`src/rtl/pipecleaner_alu_if.sv`:
```
// Operand/result handshake bundle for pipecleaner_alu: one valid/ready beat
// in, one valid/ready result out.
interface pipecleaner_alu_if #(
  parameter int WIDTH     = 8,
  parameter int ACC_WIDTH = 16
);
  logic                 in_valid;
  logic                 in_ready;
  logic [WIDTH-1:0]     in_a;
  logic [WIDTH-1:0]     in_b;
  logic [1:0]           in_mode;
  logic                 acc_clr;
  logic                 out_valid;
  logic                 out_ready;
  logic [ACC_WIDTH-1:0] out_data;
  logic                 out_carry;
  logic                 out_sat;

  modport master (
    output in_valid, in_a, in_b, in_mode, acc_clr, out_ready,
    input  in_ready, out_valid, out_data, out_carry, out_sat
  );

  modport slave (
    input  in_valid, in_a, in_b, in_mode, acc_clr, out_ready,
    output in_ready, out_valid, out_data, out_carry, out_sat
  );
endinterface

```
`src/rtl/pipecleaner_alu.sv`:
```
// Registered ADD/SUB/SATADD/ACC unit with a single result register and
// valid/ready backpressure; the only combinational path is out_ready -> in_ready.
module pipecleaner_alu #(
  parameter int WIDTH     = 8,
  parameter int ACC_WIDTH = 16
) (
  input logic               clk,
  input logic               rst,
  pipecleaner_alu_if.slave  bus
);

  typedef enum logic [1:0] {
    MODE_ADD    = 2'd0,
    MODE_SUB    = 2'd1,
    MODE_SATADD = 2'd2,
    MODE_ACC    = 2'd3
  } mode_e;

  if (ACC_WIDTH < WIDTH + 1) begin : g_width_check
    $error("pipecleaner_alu: ACC_WIDTH must be at least WIDTH+1");
  end

  logic                 out_valid_r;
  logic [ACC_WIDTH-1:0] out_data_r;
  logic                 out_carry_r;
  logic                 out_sat_r;
  logic [ACC_WIDTH-1:0] acc_r;

  logic                 accept_s;
  logic                 consume_s;
  mode_e                mode_s;
  logic [WIDTH:0]       sum_s;
  logic [WIDTH:0]       diff_s;
  logic [ACC_WIDTH-1:0] acc_base_s;
  logic [ACC_WIDTH:0]   acc_sum_s;
  logic [ACC_WIDTH-1:0] res_data_s;
  logic                 res_carry_s;
  logic                 res_sat_s;

  assign bus.in_ready  = !out_valid_r || bus.out_ready;
  assign accept_s      = bus.in_valid && bus.in_ready;
  assign consume_s     = out_valid_r && bus.out_ready;
  assign mode_s        = mode_e'(bus.in_mode);

  assign bus.out_valid = out_valid_r;
  assign bus.out_data  = out_data_r;
  assign bus.out_carry = out_carry_r;
  assign bus.out_sat   = out_sat_r;

  // Next-result datapath; a clear in the same cycle zeroes the accumulate base.
  always_comb begin
    sum_s       = {1'b0, bus.in_a} + {1'b0, bus.in_b};
    diff_s      = {1'b0, bus.in_a} - {1'b0, bus.in_b};
    acc_base_s  = bus.acc_clr ? {ACC_WIDTH{1'b0}} : acc_r;
    acc_sum_s   = {1'b0, acc_base_s} + (ACC_WIDTH + 1)'(sum_s);
    res_data_s  = {ACC_WIDTH{1'b0}};
    res_carry_s = 1'b0;
    res_sat_s   = 1'b0;
    case (mode_s)
      MODE_ADD: begin
        res_data_s  = ACC_WIDTH'(sum_s);
        res_carry_s = sum_s[WIDTH];
      end
      MODE_SUB: begin
        // Top bit of the (WIDTH+1)-bit difference is the borrow.
        res_data_s  = ACC_WIDTH'(diff_s[WIDTH-1:0]);
        res_carry_s = diff_s[WIDTH];
      end
      MODE_SATADD: begin
        if (sum_s[WIDTH]) begin
          res_data_s = ACC_WIDTH'({WIDTH{1'b1}});
          res_sat_s  = 1'b1;
        end else begin
          res_data_s = ACC_WIDTH'(sum_s[WIDTH-1:0]);
          res_sat_s  = 1'b0;
        end
      end
      MODE_ACC: begin
        res_data_s  = acc_sum_s[ACC_WIDTH-1:0];
        res_carry_s = acc_sum_s[ACC_WIDTH];
      end
      default: begin
        res_data_s  = {ACC_WIDTH{1'b0}};
        res_carry_s = 1'b0;
        res_sat_s   = 1'b0;
      end
    endcase
  end

  // Result register and accumulator state.
  always_ff @(posedge clk) begin
    if (rst) begin
      out_valid_r <= 1'b0;
      out_data_r  <= {ACC_WIDTH{1'b0}};
      out_carry_r <= 1'b0;
      out_sat_r   <= 1'b0;
      acc_r       <= {ACC_WIDTH{1'b0}};
    end else begin
      if (accept_s) begin
        out_valid_r <= 1'b1;
        out_data_r  <= res_data_s;
        out_carry_r <= res_carry_s;
        out_sat_r   <= res_sat_s;
      end else if (consume_s) begin
        out_valid_r <= 1'b0;
      end
      if (accept_s && (mode_s == MODE_ACC)) begin
        acc_r <= acc_sum_s[ACC_WIDTH-1:0];
      end else if (bus.acc_clr) begin
        acc_r <= {ACC_WIDTH{1'b0}};
      end
    end
  end

endmodule

```
`src/flat_wrapper.sv`:
```
// flat-port wrapper written by rule: the top's interface ports become plain ports
module pipecleaner_alu_flat 
#(
  parameter int WIDTH     = 8,
  parameter int ACC_WIDTH = 16
)
  (clk, rst, bus_in_valid, bus_in_a, bus_in_b, bus_in_mode, bus_acc_clr, bus_out_ready, bus_in_ready, bus_out_valid, bus_out_data, bus_out_carry, bus_out_sat);
  pipecleaner_alu_if #(.WIDTH(WIDTH), .ACC_WIDTH(ACC_WIDTH)) bus_i ();
  input logic clk;
  input logic rst;
  input wire logic [$bits(bus_i.in_valid)-1:0] bus_in_valid;
  input wire logic [$bits(bus_i.in_a)-1:0] bus_in_a;
  input wire logic [$bits(bus_i.in_b)-1:0] bus_in_b;
  input wire logic [$bits(bus_i.in_mode)-1:0] bus_in_mode;
  input wire logic [$bits(bus_i.acc_clr)-1:0] bus_acc_clr;
  input wire logic [$bits(bus_i.out_ready)-1:0] bus_out_ready;
  output wire logic [$bits(bus_i.in_ready)-1:0] bus_in_ready;
  output wire logic [$bits(bus_i.out_valid)-1:0] bus_out_valid;
  output wire logic [$bits(bus_i.out_data)-1:0] bus_out_data;
  output wire logic [$bits(bus_i.out_carry)-1:0] bus_out_carry;
  output wire logic [$bits(bus_i.out_sat)-1:0] bus_out_sat;
  assign bus_i.in_valid = bus_in_valid;
  assign bus_i.in_a = bus_in_a;
  assign bus_i.in_b = bus_in_b;
  assign bus_i.in_mode = bus_in_mode;
  assign bus_i.acc_clr = bus_acc_clr;
  assign bus_i.out_ready = bus_out_ready;
  assign bus_in_ready = bus_i.in_ready;
  assign bus_out_valid = bus_i.out_valid;
  assign bus_out_data = bus_i.out_data;
  assign bus_out_carry = bus_i.out_carry;
  assign bus_out_sat = bus_i.out_sat;
  pipecleaner_alu #(.WIDTH(WIDTH), .ACC_WIDTH(ACC_WIDTH)) u_core (.clk(clk), .rst(rst), .bus(bus_i));
endmodule
```
`config.mk`:
```
export PLATFORM = sky130hd
export DESIGN_NAME = pipecleaner_alu_flat
export DESIGN_NICKNAME = d
export VERILOG_FILES = /design/src/rtl/pipecleaner_alu_if.sv /design/src/rtl/pipecleaner_alu.sv /design/src/flat_wrapper.sv
export SDC_FILE = /design/constraint.sdc
export NUM_CORES = 1
export LEC_CHECK = 0
export CAP_MARGIN = 25
export CORE_MARGIN = 5
export CORE_UTILIZATION = 31
export CTS_CLUSTER_SIZE = 16
export DETAILED_ROUTE_END_ITERATION = 8
export PLACE_DENSITY = 0.59
export SLEW_MARGIN = 40
export SYNTH_ARGS = -nofsm -noshare
export SYNTH_HDL_FRONTEND = slang
export SYNTH_SLANG_ARGS = --single-unit
```
`constraint.sdc`:
```
create_clock -name clk -period 4.23 [get_ports clk]
set_input_delay 0.423 -clock clk [delete_from_list [all_inputs] [get_ports clk]]
set_output_delay 0.423 -clock clk [all_outputs]
set_load 0.05 [all_outputs]
```
==> run_1/met3.png <==
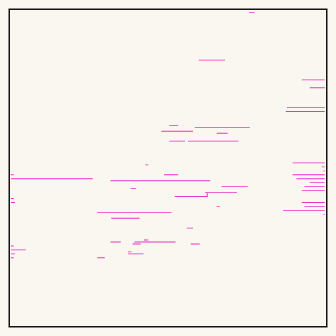
longest straight run: 34.0 um
share of all routed wire: 4.8%
nets with wire on the layer: 43
main direction: horizontal
wire length on this layer: 364 um
routed wire length: 7670 um
grt met3 use: 2.19%
Vias: 2777

==> run_1/pins.png <==
Pins as bars across the die edge, other pins in grey.
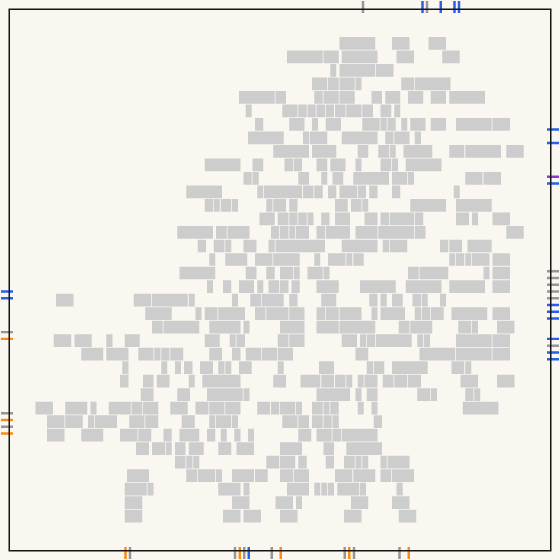
legend:
  blue:
    port: bus_out_data
    pins: 16
    direction: output
    edge: 9 right, 4 top, 2 left, 1 bottom
  orange:
    port: bus_in_b
    pins: 8
    direction: input
    edge: 5 bottom, 3 left
  purple:
    port: rst
    pins: 1
    direction: input
    edge: right
all pins by edge: 16 right, 13 bottom, 8 left, 6 top
die width: 109 um
PortBufs: 42
Die H: 109 um

==> run_results.csv, run 1 <==
group,metric,value,unit
run_status,status,"completed",
layout,final-nonclk-buf-share,13.4,%
timing,rsz0062_at_grt,"no",
power_and_ir_drop,swShare,37.2,%
setup_path,crit_path_max_fanout,8,
flow_run,warnings,34,
layout,fillers,1007,
power_and_ir_drop,p_sw,363,uW
floorplanning,initCoreUtil,31.3,%
power_and_ir_drop,maxPowerGroup,"combinational logic",
floorplanning,io_pins,43,
grt,busiest_layer,"met2",
drt,route.met3.wl,364,um
grt,grt_pass1_vias,2744,
placement,placed_area,0.00355,sq mm
floorplanning,core-area,0.00964,sq mm
drt,wl_met1,3700,um
timing,fin_hold_ws,0.471,ns
drt,routed-wl-met2,3470,um
grt,grt-ovfl-total,0,
timing,hold_viol,0,
synth,synth.most_common_cell,"nor2_1",
placement,dp_hpwl,5920,um
clock_tree,htreeDepth,2,
timing,worstMarginPinSlew,0.637,ns
setup_path,crit_type,"input port to register",
setup_path,critPathBufInv,4,
layout,n_all_inverters,24,
synth,ys_sh_mux,1.37,%
power_and_ir_drop,vdd_drop_max,0.000118,V
power_and_ir_drop,internal_power,612,uW
synth,top_cell_area_share,23.2,%
synth,ys_sh_aoi,25.8,%
flow_run,maxCapViolCount,0,
synth,syn_area_per_cell,8.21,sq um
worst_hold_path,hold_path_class,"register to register",
setup_path,crit_arrival,4.05,ns
timing,setup_ws,0.334,ns
drt,first_iter_violations,117,
timing,slew_headroom,57.5,%
grt,antenna_found_initial,0,
layout,num-multi-input-gates,292,
setup_path,worstSetupEndpointType,"register",
synth,topCombFamilyByArea,"AND-OR/OR-AND gates",
synth,synthFlopType,"dfxtp_1",
synth,postSynthCellCount,368,
setup_path,cp_cell_sequence,"clkdlybuf4s50_1, inv_1, ha_1, nand2b_1, a221oi_1, buf_4, nor2_1, nor2_1, nor2_1, xnor2_1, ha_1, buf_4, a221oi_2, a221o_1, nor3_1, o31ai_1, a21oi_1",
clock_tree,tritoncts,"done",
layout,ff_latch_area,701,sq um
layout,flop-count,35,
layout,area_delta_synth_final,20.3,%
setup_path,crit_slowest_cell,"clkdlybuf4s50_1",
clock_tree,cts_setup_buffers,0,
clock_tree,clock-sinks,35,
drt,first_pass_iters,4,
floorplanning,num_rows,36,
timing,finalSetupTns,0,ns
grt,grt_pass1_wl,13100,um
synth,netlist_top_cells_count,"nor2_1, dfxtp_1, nand2_1",
placement,dpl_worst_slack,0.0677,ns
setup_path,cp_top_family,"AND-OR/OR-AND gates",
clock_tree,cts.repair.resized,0,
layout,drive_above_1_share,8.54,%
clock_tree,clk_path_buf_depth,2,
placement,gp_congestion,0.875,
synth,numSynthFlops,35,
layout,biggestCellCategory,"combinational gates",
layout,num-clock-buffers,7,
==> run_1/clock_map.png <==
The bar under the picture is 20 um long.
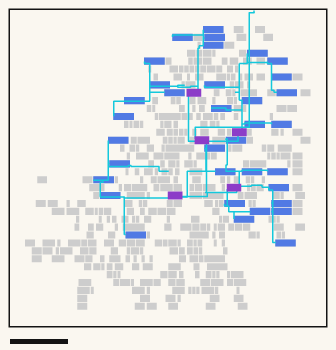
legend:
  blue:
    item: flip-flops
    count: 35
  cyan:
    item: clock wires
    length: 542 um
  purple:
    item: cells driving clock nets
    count: 5
routed clock nets: 6
Clock Power Share: 25.0%
Clk. pwr: 243 uW
clk latency late pin: 0.29 ns

-- run 1: sequential cells by signal, summed over array words and instances (netlist names) --
signal                count
u_core.bus.out_sat        1
u_core.bus.out_carry      1
u_core.bus.out_valid      1
u_core.acc_r             16
u_core.bus.out_data      16
-- run 1: final timing paths --
check / start / to / slack [ns] / depth (start not counted)
worst max-delay path: bus_in_b[1] / u_core.bus.out_carry / 0.33 / 17
worst min register to register: u_core.bus.out_data[11] / u_core.bus.out_data[11] / 0.47 / 2
worst min-delay path: u_core.bus.out_data[11] / u_core.bus.out_data[11] / 0.47 / 2
worst max register to register: u_core.acc_r[0] / u_core.bus.out_carry / 1.56 / 9
==> run 2, diff against run 1 <==
--- a/config.mk
+++ b/config.mk
@@ -5,7 +5,7 @@
 export SDC_FILE = /design/constraint.sdc
 export NUM_CORES = 1
 export LEC_CHECK = 0
-export CAP_MARGIN = 25
+export CAP_MARGIN = 20
 export CORE_MARGIN = 5
 export CORE_UTILIZATION = 31
 export CTS_CLUSTER_SIZE = 16
==> run_2/clock_map.png <==
The bar under the picture is 20 um long.
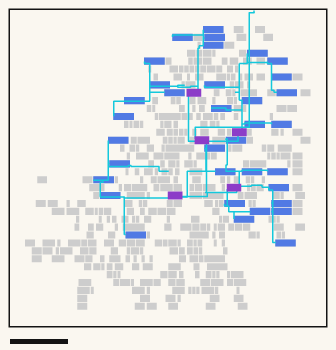
legend:
  purple:
    item: cells driving clock nets
    count: 5
  cyan:
    item: clock wires
    length: 542 um
  blue:
    item: flip-flops
    count: 35
routed clock nets: 6
Fin Clk Skew: 0.00936 ns

==> run_results.csv, run 2 <==
group,metric,value,unit
run_status,status,"completed",
layout,area_delta_synth_final,20.3,%
timing,rsz0062_at_grt,"no",
synth,ys_sh_aoi,25.8,%
clock_tree,tritoncts.num_buffers,5,
layout,flop-count,35,
drt,first_pass_iters,4,
timing,slew_headroom,57.5,%
timing,worstMarginPinSlew,0.637,ns
synth,top_cell_area_share,23.2,%
floorplanning,io_pins,43,
drt,drt_wl_total,7670,um
timing,setup_ws,0.334,ns
timing,finalSetupTns,0,ns
layout,biggestCellCategory,"combinational gates",
timing,fin_hold_ws,0.471,ns
synth,syn_area_per_cell,8.21,sq um
setup_path,cp_common_cell,"nor2_1",
synth,netlist_top_cells_count,"nor2_1, dfxtp_1, nand2_1",
layout,n_all_inverters,24,
power_and_ir_drop,p_sw,363,uW
power_and_ir_drop,internal_power,612,uW
worst_hold_path,hold_path_class,"register to register",
synth,synth.most_common_cell,"nor2_1",
synth,topCombFamilyByArea,"AND-OR/OR-AND gates",
synth,numSynthFlops,35,
timing,fmax,257,MHz
setup_path,worstSetupEndpointType,"register",
floorplanning,die_y,109,um
synth,postSynthCellCount,368,
flow_run,warnings,34,
setup_path,crit_arrival,4.05,ns
flow_run,maxCapViolCount,0,
grt,met3_usage,2.19,%
drt,first_iter_violations,117,
grt,grt_max_degree,24,
drt,routed-wl-met2,3470,um
synth,ys_sh_mux,1.37,%
grt,grt_pass1_vias,2744,
clock_tree,clock-sinks,35,
placement,gp_congestion,0.875,
power_and_ir_drop,swShare,37.2,%
setup_path,crit_path_max_fanout,8,
floorplanning,initCoreUtil,31.3,%
setup_path,cp_cell_sequence,"clkdlybuf4s50_1, inv_1, ha_1, nand2b_1, a221oi_1, buf_4, nor2_1, nor2_1, nor2_1, xnor2_1, ha_1, buf_4, a221oi_2, a221o_1, nor3_1, o31ai_1, a21oi_1",
power_and_ir_drop,power.share.combinational,39.3,%
synth,simple_gate_share,23.3,%
setup_path,max_stage_delay,0.48,ns
grt,busiest_layer,"met2",
power_and_ir_drop,vdd_drop_max,0.000118,V
setup_path,crit_slowest_cell,"clkdlybuf4s50_1",
clock_tree,cts_hold_buffers,0,
clock_tree,clk_path_buf_depth,2,
placement,dpl_worst_slack,0.0677,ns
placement,numPortBuffers,42,
placement,placed_area,0.00355,sq mm
timing,hold_viol,0,
clock_tree,htreeDepth,2,
clock_tree,cts_setup_buffers,0,
synth,yosys_warnings,0,
layout,num-multi-input-gates,292,
clock_tree,worstSkewPairLatency,0.29,ns
layout,final-nonclk-buf-share,13.4,%
grt,antenna_found_initial,0,
floorplanning,die_width,109,um
grt,grt-ovfl-total,0,
floorplanning,core-area,0.00964,sq mm
clock_tree,cts.repair.resized,0,
drt,route.met3.wl,364,um
drt,vias,2777,
layout,ff_latch_area,701,sq um
drt,wl_met1,3700,um
clock_tree,tritoncts,"done",
power_and_ir_drop,clock_power_share,25.0,%
synth,synthFlopType,"dfxtp_1",
floorplanning,num_rows,36,
layout,lay_top_count,"clkdlybuf4s50_1",
power_and_ir_drop,maxPowerGroup,"combinational logic",
power_and_ir_drop,p_clk,243,uW
layout,drive_above_1_share,8.54,%
grt,grt_pass1_wl,13100,um
layout,fillers,1007,
setup_path,crit_type,"input port to register",
synth,fp_nets,419,
layout,num-clock-buffers,7,
placement,dp_hpwl,5920,um
## run 2: cell counts in the layout (fill, tap and decap cells not counted)
Identical to the previous run, type by type.
## run 2: final timing paths
kind	startpoint	depth (start not counted)	slack, ns	to
setup / recovery	bus_in_b[1]	17	0.33	u_core.bus.out_carry
hold / removal	u_core.bus.out_data[11]	2	0.47	u_core.bus.out_data[11]
setup reg to reg	u_core.acc_r[0]	9	1.56	u_core.bus.out_carry
hold reg to reg	u_core.bus.out_data[11]	2	0.47	u_core.bus.out_data[11]
## run 2: worst max-delay path: cells and delay by family
kind	cells	cell delay, ns
AND-OR/OR-AND	5	1.42
buffers and inverters	4	0.93
adder cells (fa/ha/maj)	2	0.60
AND/OR/NAND/NOR	5	0.46
XOR/XNOR	1	0.23
Power figures rest on the tool's default switching activity, not on a simulated workload.
